[src/rtl/iterative_alu_unit_pkg.sv]
// Shared op codes, FSM states, opcode/funct7 constants and decode helpers.
// ALU_DIVIDER_EN enables the DIVU/REMU decode and the DIV state.
package iterative_alu_unit_pkg;

  typedef enum logic [3:0] {
    OP_ADD  = 4'b0000,
    OP_SUB  = 4'b0001,
    OP_AND  = 4'b0100,
    OP_OR   = 4'b0101,
    OP_SLT  = 4'b0110,
    OP_SLTU = 4'b0111,
    OP_XOR  = 4'b1000,
    OP_SLL  = 4'b1010,
    OP_SRL  = 4'b1011,
    OP_SRA  = 4'b1100,
    OP_MUL  = 4'b1101,
    OP_DIVU = 4'b1110,
    OP_REMU = 4'b1111
  } alu_op_e;

  typedef enum logic [1:0] {
    S_IDLE = 2'd0,
    S_MUL  = 2'd1,
`ifdef ALU_DIVIDER_EN
    S_DIV  = 2'd2,
`endif
    S_DONE = 2'd3
  } state_e;

  localparam logic [6:0] OPC_LOAD    = 7'b0000011;
  localparam logic [6:0] OPC_STORE   = 7'b0100011;
  localparam logic [6:0] OPC_ARITH_I = 7'b0010011;
  localparam logic [6:0] OPC_ARITH   = 7'b0110011;
  localparam logic [6:0] OPC_BRANCH  = 7'b1100011;
  localparam logic [6:0] OPC_JALR    = 7'b1100111;

  localparam logic [6:0] FUNCT7_SUB    = 7'b0100000;
  localparam logic [6:0] FUNCT7_MULDIV = 7'b0000001;

  // Base integer decode shared by I- and R-type; sub_en is only set for R-type.
  function automatic alu_op_e dec_arith(input logic [2:0] f3, input logic alt,
                                        input logic sub_en);
    alu_op_e op;
    op = OP_ADD;
    case (f3)
      3'b000: op = sub_en ? OP_SUB : OP_ADD;
      3'b001: op = OP_SLL;
      3'b010: op = OP_SLT;
      3'b011: op = OP_SLTU;
      3'b100: op = OP_XOR;
      3'b101: op = alt ? OP_SRA : OP_SRL;
      3'b110: op = OP_OR;
      3'b111: op = OP_AND;
      default: op = OP_ADD;
    endcase
    return op;
  endfunction

  function automatic alu_op_e dec_m(input logic [2:0] f3);
    alu_op_e op;
    op = OP_ADD;
    case (f3)
      3'b000: op = OP_MUL;
`ifdef ALU_DIVIDER_EN
      3'b101: op = OP_DIVU;
      3'b111: op = OP_REMU;
`endif
      default: op = OP_ADD;
    endcase
    return op;
  endfunction

  function automatic alu_op_e dec_branch(input logic [2:0] f3);
    alu_op_e op;
    op = OP_ADD;
    case (f3)
      3'b000, 3'b001: op = OP_SUB;
      3'b100, 3'b101: op = OP_SLT;
      3'b110, 3'b111: op = OP_SLTU;
      default:        op = OP_ADD;
    endcase
    return op;
  endfunction

endpackage

[src/rtl/iterative_alu_unit_alu_op_decode.sv]
// Combinational instruction-field / alu_ctrl_op to ALU op-code decoder.
// Also used by the hazard unit; DIVU/REMU only decode when ALU_DIVIDER_EN is defined.
module alu_op_decode
  import iterative_alu_unit_pkg::*;
(
  input  logic [6:0] opcode_i,
  input  logic [2:0] funct3_i,
  input  logic [6:0] funct7_i,
  input  logic [1:0] ctrl_i,
  output alu_op_e    alu_op_o
);

  logic    m_op;
  alu_op_e r_op;

  assign m_op = (opcode_i == OPC_ARITH) && (funct7_i == FUNCT7_MULDIV);

  always_comb begin
    r_op     = m_op ? dec_m(funct3_i)
                    : dec_arith(funct3_i, funct7_i[5], funct7_i == FUNCT7_SUB);
    alu_op_o = OP_ADD;
    case (ctrl_i)
      2'b00: alu_op_o = OP_ADD;
      2'b01: alu_op_o = dec_arith(funct3_i, funct7_i[5], 1'b0);
      2'b10: alu_op_o = r_op;
      2'b11: begin
        case (opcode_i)
          OPC_ARITH:   alu_op_o = r_op;
          OPC_ARITH_I: alu_op_o = dec_arith(funct3_i, funct7_i[5], 1'b0);
          OPC_BRANCH:  alu_op_o = dec_branch(funct3_i);
          default:     alu_op_o = OP_ADD;  // LOAD/STORE/JALR and anything unmapped
        endcase
      end
      default: alu_op_o = OP_ADD;
    endcase
  end

endmodule

[src/rtl/iterative_alu_unit.sv]
// Handshaked execute block: single-cycle ALU ops, iterative shift-add MUL and,
// with ALU_DIVIDER_EN defined, an iterative restoring DIVU/REMU.
module iterative_alu_unit
  import iterative_alu_unit_pkg::*;
#(
  parameter int unsigned XLEN  = 32,
  parameter int unsigned CNT_W = $clog2(XLEN) + 1
) (
  input  logic            clk,
  input  logic            reset,
  input  logic            in_valid,
  output logic            in_ready,
  input  logic [31:0]     inst,
  input  logic [1:0]      alu_ctrl_op,
  input  logic [XLEN-1:0] op_a,
  input  logic [XLEN-1:0] op_b,
  output logic            out_valid,
  input  logic            out_ready,
  output logic [XLEN-1:0] result,
  output logic [3:0]      alu_op,
  output logic            cmp_true
);

  state_e            state_q;
  logic              in_ready_q, out_valid_q, cmp_q;
  logic [XLEN-1:0]   result_q, a_q, b_q, acc_q;
  logic [CNT_W-1:0]  cnt_q;
  alu_op_e           alu_op_q, dec_op;

  logic [XLEN-1:0]   alu_res_d, mul_acc_d;
  logic              cmp_d, last_iter;
  logic [CNT_W-2:0]  shamt;
  logic              unused_inst_bits;

  alu_op_decode u_decode (
    .opcode_i (inst[6:0]),
    .funct3_i (inst[14:12]),
    .funct7_i (inst[31:25]),
    .ctrl_i   (alu_ctrl_op),
    .alu_op_o (dec_op)
  );

  assign unused_inst_bits = ^{inst[24:15], inst[11:7]};
  assign shamt     = op_b[CNT_W-2:0];
  assign last_iter = (cnt_q == CNT_W'(XLEN - 1));
  // Multiplicand/multiplier shift each step, so bit i adds op_a<<i.
  assign mul_acc_d = acc_q + (b_q[0] ? a_q : '0);

  always_comb begin
    alu_res_d = '0;
    case (dec_op)
      OP_ADD:  alu_res_d = op_a + op_b;
      OP_SUB:  alu_res_d = op_a - op_b;
      OP_AND:  alu_res_d = op_a & op_b;
      OP_OR:   alu_res_d = op_a | op_b;
      OP_XOR:  alu_res_d = op_a ^ op_b;
      OP_SLT:  alu_res_d = {{(XLEN-1){1'b0}}, $signed(op_a) < $signed(op_b)};
      OP_SLTU: alu_res_d = {{(XLEN-1){1'b0}}, op_a < op_b};
      OP_SLL:  alu_res_d = op_a << shamt;
      OP_SRL:  alu_res_d = op_a >> shamt;
      OP_SRA:  alu_res_d = $unsigned($signed(op_a) >>> shamt);
      default: alu_res_d = '0;
    endcase
  end

  always_comb begin
    cmp_d = 1'b0;
    if (inst[6:0] == OPC_BRANCH) begin
      case (inst[14:12])
        3'b000:  cmp_d = (op_a == op_b);
        3'b001:  cmp_d = (op_a != op_b);
        3'b100:  cmp_d = ($signed(op_a) <  $signed(op_b));
        3'b101:  cmp_d = ($signed(op_a) >= $signed(op_b));
        3'b110:  cmp_d = (op_a <  op_b);
        3'b111:  cmp_d = (op_a >= op_b);
        default: cmp_d = 1'b0;
      endcase
    end
  end

`ifdef ALU_DIVIDER_EN
  // Restoring step: a_q shifts the dividend out and the quotient in; acc_q is the remainder.
  logic [XLEN:0]   div_trial;
  logic            div_ge;
  logic [XLEN-1:0] div_rem_d, div_quo_d;

  assign div_trial = {acc_q, a_q[XLEN-1]};
  assign div_ge    = (div_trial >= {1'b0, b_q});
  assign div_rem_d = div_ge ? XLEN'(div_trial - {1'b0, b_q}) : div_trial[XLEN-1:0];
  assign div_quo_d = {a_q[XLEN-2:0], div_ge};
`endif

  always_ff @(posedge clk or posedge reset) begin
    if (reset) begin
      state_q     <= S_IDLE;
      in_ready_q  <= 1'b1;
      out_valid_q <= 1'b0;
      result_q    <= '0;
      alu_op_q    <= OP_ADD;
      cmp_q       <= 1'b0;
      a_q         <= '0;
      b_q         <= '0;
      acc_q       <= '0;
      cnt_q       <= '0;
    end else begin
      case (state_q)
        S_IDLE: begin
          if (in_valid) begin
            alu_op_q   <= dec_op;
            cmp_q      <= cmp_d;
            a_q        <= op_a;
            b_q        <= op_b;
            acc_q      <= '0;
            cnt_q      <= '0;
            in_ready_q <= 1'b0;
            if (dec_op == OP_MUL) begin
              state_q <= S_MUL;
            end
`ifdef ALU_DIVIDER_EN
            else if (dec_op == OP_DIVU || dec_op == OP_REMU) begin
              state_q <= S_DIV;
            end
`endif
            else begin
              result_q    <= alu_res_d;
              out_valid_q <= 1'b1;
              state_q     <= S_DONE;
            end
          end
        end
        S_MUL: begin
          acc_q <= mul_acc_d;
          a_q   <= a_q << 1;
          b_q   <= b_q >> 1;
          cnt_q <= cnt_q + 1'b1;
          if (last_iter) begin
            result_q    <= mul_acc_d;
            out_valid_q <= 1'b1;
            state_q     <= S_DONE;
          end
        end
`ifdef ALU_DIVIDER_EN
        S_DIV: begin
          acc_q <= div_rem_d;
          a_q   <= div_quo_d;
          cnt_q <= cnt_q + 1'b1;
          if (last_iter) begin
            result_q    <= (alu_op_q == OP_DIVU) ? div_quo_d : div_rem_d;
            out_valid_q <= 1'b1;
            state_q     <= S_DONE;
          end
        end
`endif
        S_DONE: begin
          if (out_ready) begin
            out_valid_q <= 1'b0;
            in_ready_q  <= 1'b1;
            state_q     <= S_IDLE;
          end
        end
        default: state_q <= S_IDLE;
      endcase
    end
  end

  assign in_ready  = in_ready_q;
  assign out_valid = out_valid_q;
  assign result    = result_q;
  assign alu_op    = alu_op_q;
  assign cmp_true  = cmp_q;

endmodule

[config.mk]
export PLATFORM = sky130hd
export DESIGN_NAME = iterative_alu_unit
export DESIGN_NICKNAME = d
export VERILOG_FILES = /design/src/rtl/iterative_alu_unit_pkg.sv /design/src/rtl/iterative_alu_unit_alu_op_decode.sv /design/src/rtl/iterative_alu_unit.sv
export SDC_FILE = /design/constraint.sdc
export NUM_CORES = 1
export LEC_CHECK = 0
export CAP_MARGIN = 20
export CELL_PAD_IN_SITES_DETAIL_PLACEMENT = 0
export CELL_PAD_IN_SITES_GLOBAL_PLACEMENT = 1
export CORE_ASPECT_RATIO = 0.5
export CORE_MARGIN = 4
export CORE_UTILIZATION = 40
export DETAILED_ROUTE_END_ITERATION = 16
export GPL_TIMING_DRIVEN = 0
export PLACE_DENSITY = 0.83
export SKIP_CTS_REPAIR_TIMING = 1
export SKIP_LAST_GASP = 1
export SLEW_MARGIN = 20
export SYNTH_ARGS = -nofsm -noshare
export SYNTH_HDL_FRONTEND = slang
export SYNTH_HIERARCHICAL = 1
export SYNTH_SLANG_ARGS = --single-unit
[constraint.sdc]
create_clock -name clk -period 5.6 [get_ports clk]
set_input_delay 1.12 -clock clk [delete_from_list [all_inputs] [get_ports clk]]
set_output_delay 1.12 -clock clk [all_outputs]
set_load 0.01 [all_outputs]
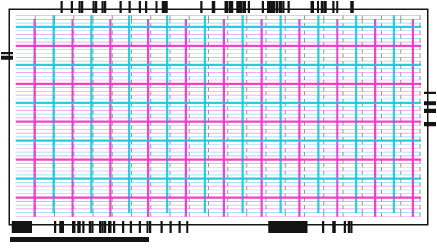
Figure 1: run 1, PDN straps and rails.
The bar under the picture is 100 um long. Pins as bars on the die edge. Tap cells in grey.
legend:
  magenta:
    net: VSS
  cyan:
    net: VDD
rows: 53
tap cells: 577
signal pins: 141
met5 straps: 10

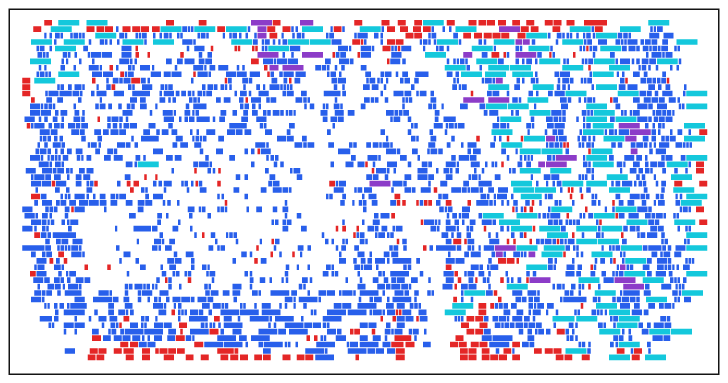
Figure 2: run 1, placed cells, one colour a class.
legend:
  purple:
    class: clock drivers and dummy loads
    cells: 32
    share_of_their_area: 3.0%
  blue:
    class: remaining logic cells
    cells: 1,940
    share_of_their_area: 67%
  red:
    class: remaining buffers and delay cells
    cells: 289
    share_of_their_area: 11%
  cyan:
    class: registers
    cells: 143
    share_of_their_area: 19%
core area: 0.0419 sq mm
Layout Utilization: 47.4%
fin area: 0.0199 sq mm
Seq/total area: 18.0%
Row Count: 53

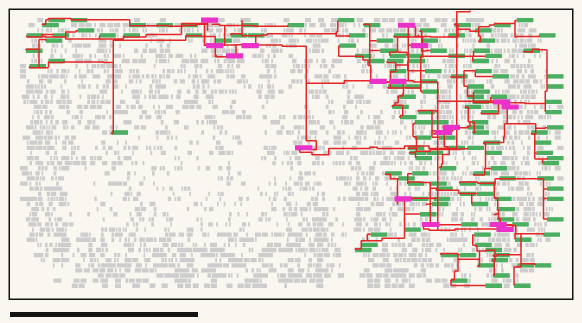
Figure 3: run 1, clock distribution.
The bar under the picture is 100 um long.
legend:
  magenta:
    item: clock-net drivers
    count: 17
  green:
    item: flip-flops
    count: 143
  red:
    item: clock wires
    length: 2,570 um
flops lie: widely spread
routed clock nets: 18
power share of the clock group: 13.0%
Latency at later pin: 0.46 ns
clk pwr: 1180 uW
Clock Skews: 0.0187 ns

==> out/results.ini, run 1 <==
[sta]
tightest_slew_ns = 1.24
setup_viol = 2
fin_ws_ns = -0.0375
max_freq_ghz = 0.177

[synth]
ys_warn_count = 6
synth-edff-count = 0
synth_seq_share_pct = 21.1
yosys.area.top_type = dfrtp_1
ys_sh_simple_pct = 22.3
synthArstFlopShare_pct = 100

[finish]
nets = 2628
nFillCells = 4298
buffers = 289
clkbuf_count = 18

[placement]
numPortBuffers = 125
preCtsSetupSlack_ns = -1.50
dp_hpwl_um = 72400

[clock_network]
cts_tree = yes
cts-htree-levels = 4
cts_sinks = 143
ctsRootBufferMaster = clkbuf_16

[floorplanning]
fp_util_pct = 40.5
boundaryPins = 141

[grt]
antenna_found_initial = 8

[critical_path]
required_ns = 5.98
crit_family = buffers and inverters

[pwr]
p_leak_uw = 0.00850

[routing]
drtIter0Drc = 2542

[run_status]
status = finished with violations
violations = negative setup slack

[min_path]
min_to = result[9]$_DFFE_PP0P_

[run 1: worst min-delay path, stage by stage, from the launching register on]
cell	delay, ns
dfrtp_1	0.34
nand2_1	0.05
nand2_1	0.05
[run 1: sequential cells by signal, indices dropped and copies added, names as in the netlist]
signal / flops
in_ready: 1
result: 32
alu_op: 4
state_q: 2
acc_q: 32
b_q: 32
a_q: 32
cnt_q: 6
out_valid: 1
cmp_true: 1
[run 1: layer usage]
layer / global-route usage (%) / wire (um) / up-vias
met4: 9.77 / 2420 / 10
met5: 0 / 199 / -
met1: 55.2 / 40200 / 9397
met2: 52.6 / 35200 / 1203
met3: 15.9 / 12500 / 162
li1: - / - / 8480
[run 1: power by group]
part / internal, uW / switching [uW]
clock network: 604 / 574
logic: 2150 / 3820
registers: 1550 / 344
total: 4310 / 4740
Figure 4. Routed metal, one colour a layer (run 1).
The bar under the picture is 100 um long. Only two layers are drawn.
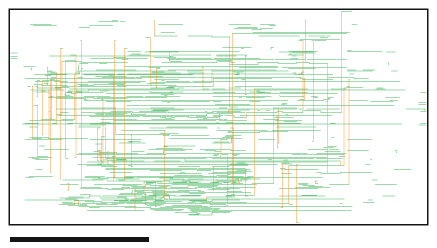

==> run 2, diff against run 1 <==
--- a/config.mk
+++ b/config.mk
@@ -19,5 +19,4 @@
 export SLEW_MARGIN = 20
 export SYNTH_ARGS = -nofsm -noshare
 export SYNTH_HDL_FRONTEND = slang
-export SYNTH_HIERARCHICAL = 1
 export SYNTH_SLANG_ARGS = --single-unit
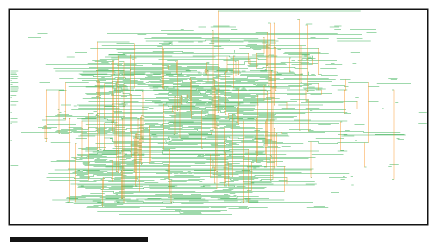
Figure 5: run 2, routed metal, one colour a layer.
The bar under the picture is 100 um long. Only two layers are drawn.
legend:
  orange:
    layer: M4
    wire_length: 3,530 um
  green:
    layer: M3
    wire_length: 17,200 um
Vias: 20,500
routed wire length per instance: 32.1 um

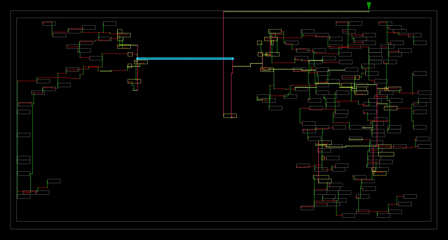
Figure 6: run 2, the clock network.
# clock sinks: 143
clk pwr: 1270 uW
num sequential: 143
Latency at later pin: 0.47 ns
Clock Skews: 0.0171 ns

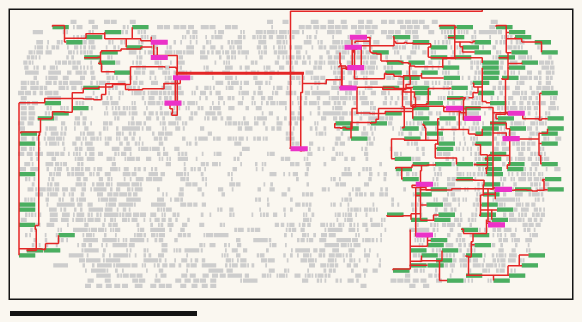
Figure 7: run 2, clock distribution.
The bar under the picture is 100 um long.
legend:
  green:
    item: flip-flops
    count: 143
  magenta:
    item: clock-net drivers
    count: 17
  red:
    item: clock wires
    length: 2,770 um
routed clock nets: 18
flops lie: widely spread

==> out/results.ini, run 2 <==
[critical_path]
required_ns = 6.00  ; +0.02 ns

[sta]
fin_ws_ns = -0.0431  ; -0.00559 ns
setup_viol = 5  ; +3
tightest_slew_ns = 1.21  ; -0.0252 ns

[run_status]
violations = negative setup slack
status = finished with violations

[pwr]
swShare_pct = 52.3  ; about the same
p_clk_share_pct = 16.3  ; +3.3 points
powerComb_uw = 4700  ; -21%
p_sw_uw = 4080  ; -14%
power-top-group = combinational logic

[routing]
m1WireLength_um = 40600  ; +0.88%
wl_met2_um = 36200  ; +2.9%
top_layer = met5

[finish]
buffers = 297  ; +2.8%
utilization_pct = 47.6  ; +0.21 points
clkbuf_count = 18  ; unchanged

[grt]
antenna_found_initial = 19  ; +11

[placement]
dp_hpwl_um = 79000  ; +9.1%
preCtsSetupSlack_ns = -2.40  ; -0.904 ns

[floorplanning]
rows = 53  ; unchanged

[synth]
ys_sh_simple_pct = 21.2  ; -1.1 points

## run 2: cell count changes after synthesis, sizes merged, moves of 11 or more
cell | previous run | this run
a31oi | 102 | 24
o21ai | 132 | 203
a21oi | 156 | 224
nand2 | 369 | 320
xnor2 | 25 | 43
nor3 | 28 | 41
a221oi | 27 | 15
or3 | 8 | 19
## run 2: kinds of logic (layout without fill, tap and decap cells)
logic type	after synthesis	count (layout)
AND-OR/OR-AND	791	791
XOR/XNOR	60	60
adder cells (fa/ha/maj)	132	132
buffers and inverters	271	440
flip-flops	143	143
multiplexers	105	105
other	0	5
AND/OR/NAND/NOR	802	802
## run 2: per-layer routing
layer  track usage (%)  vias to the layer above
li1                  -                     8687
met3              24.0                      271
met5              3.21                        -
met2              53.2                     1563
met4              10.7                       30
met1              55.6                     9900
No activity file was given, so power comes from the tool's default toggle rates.
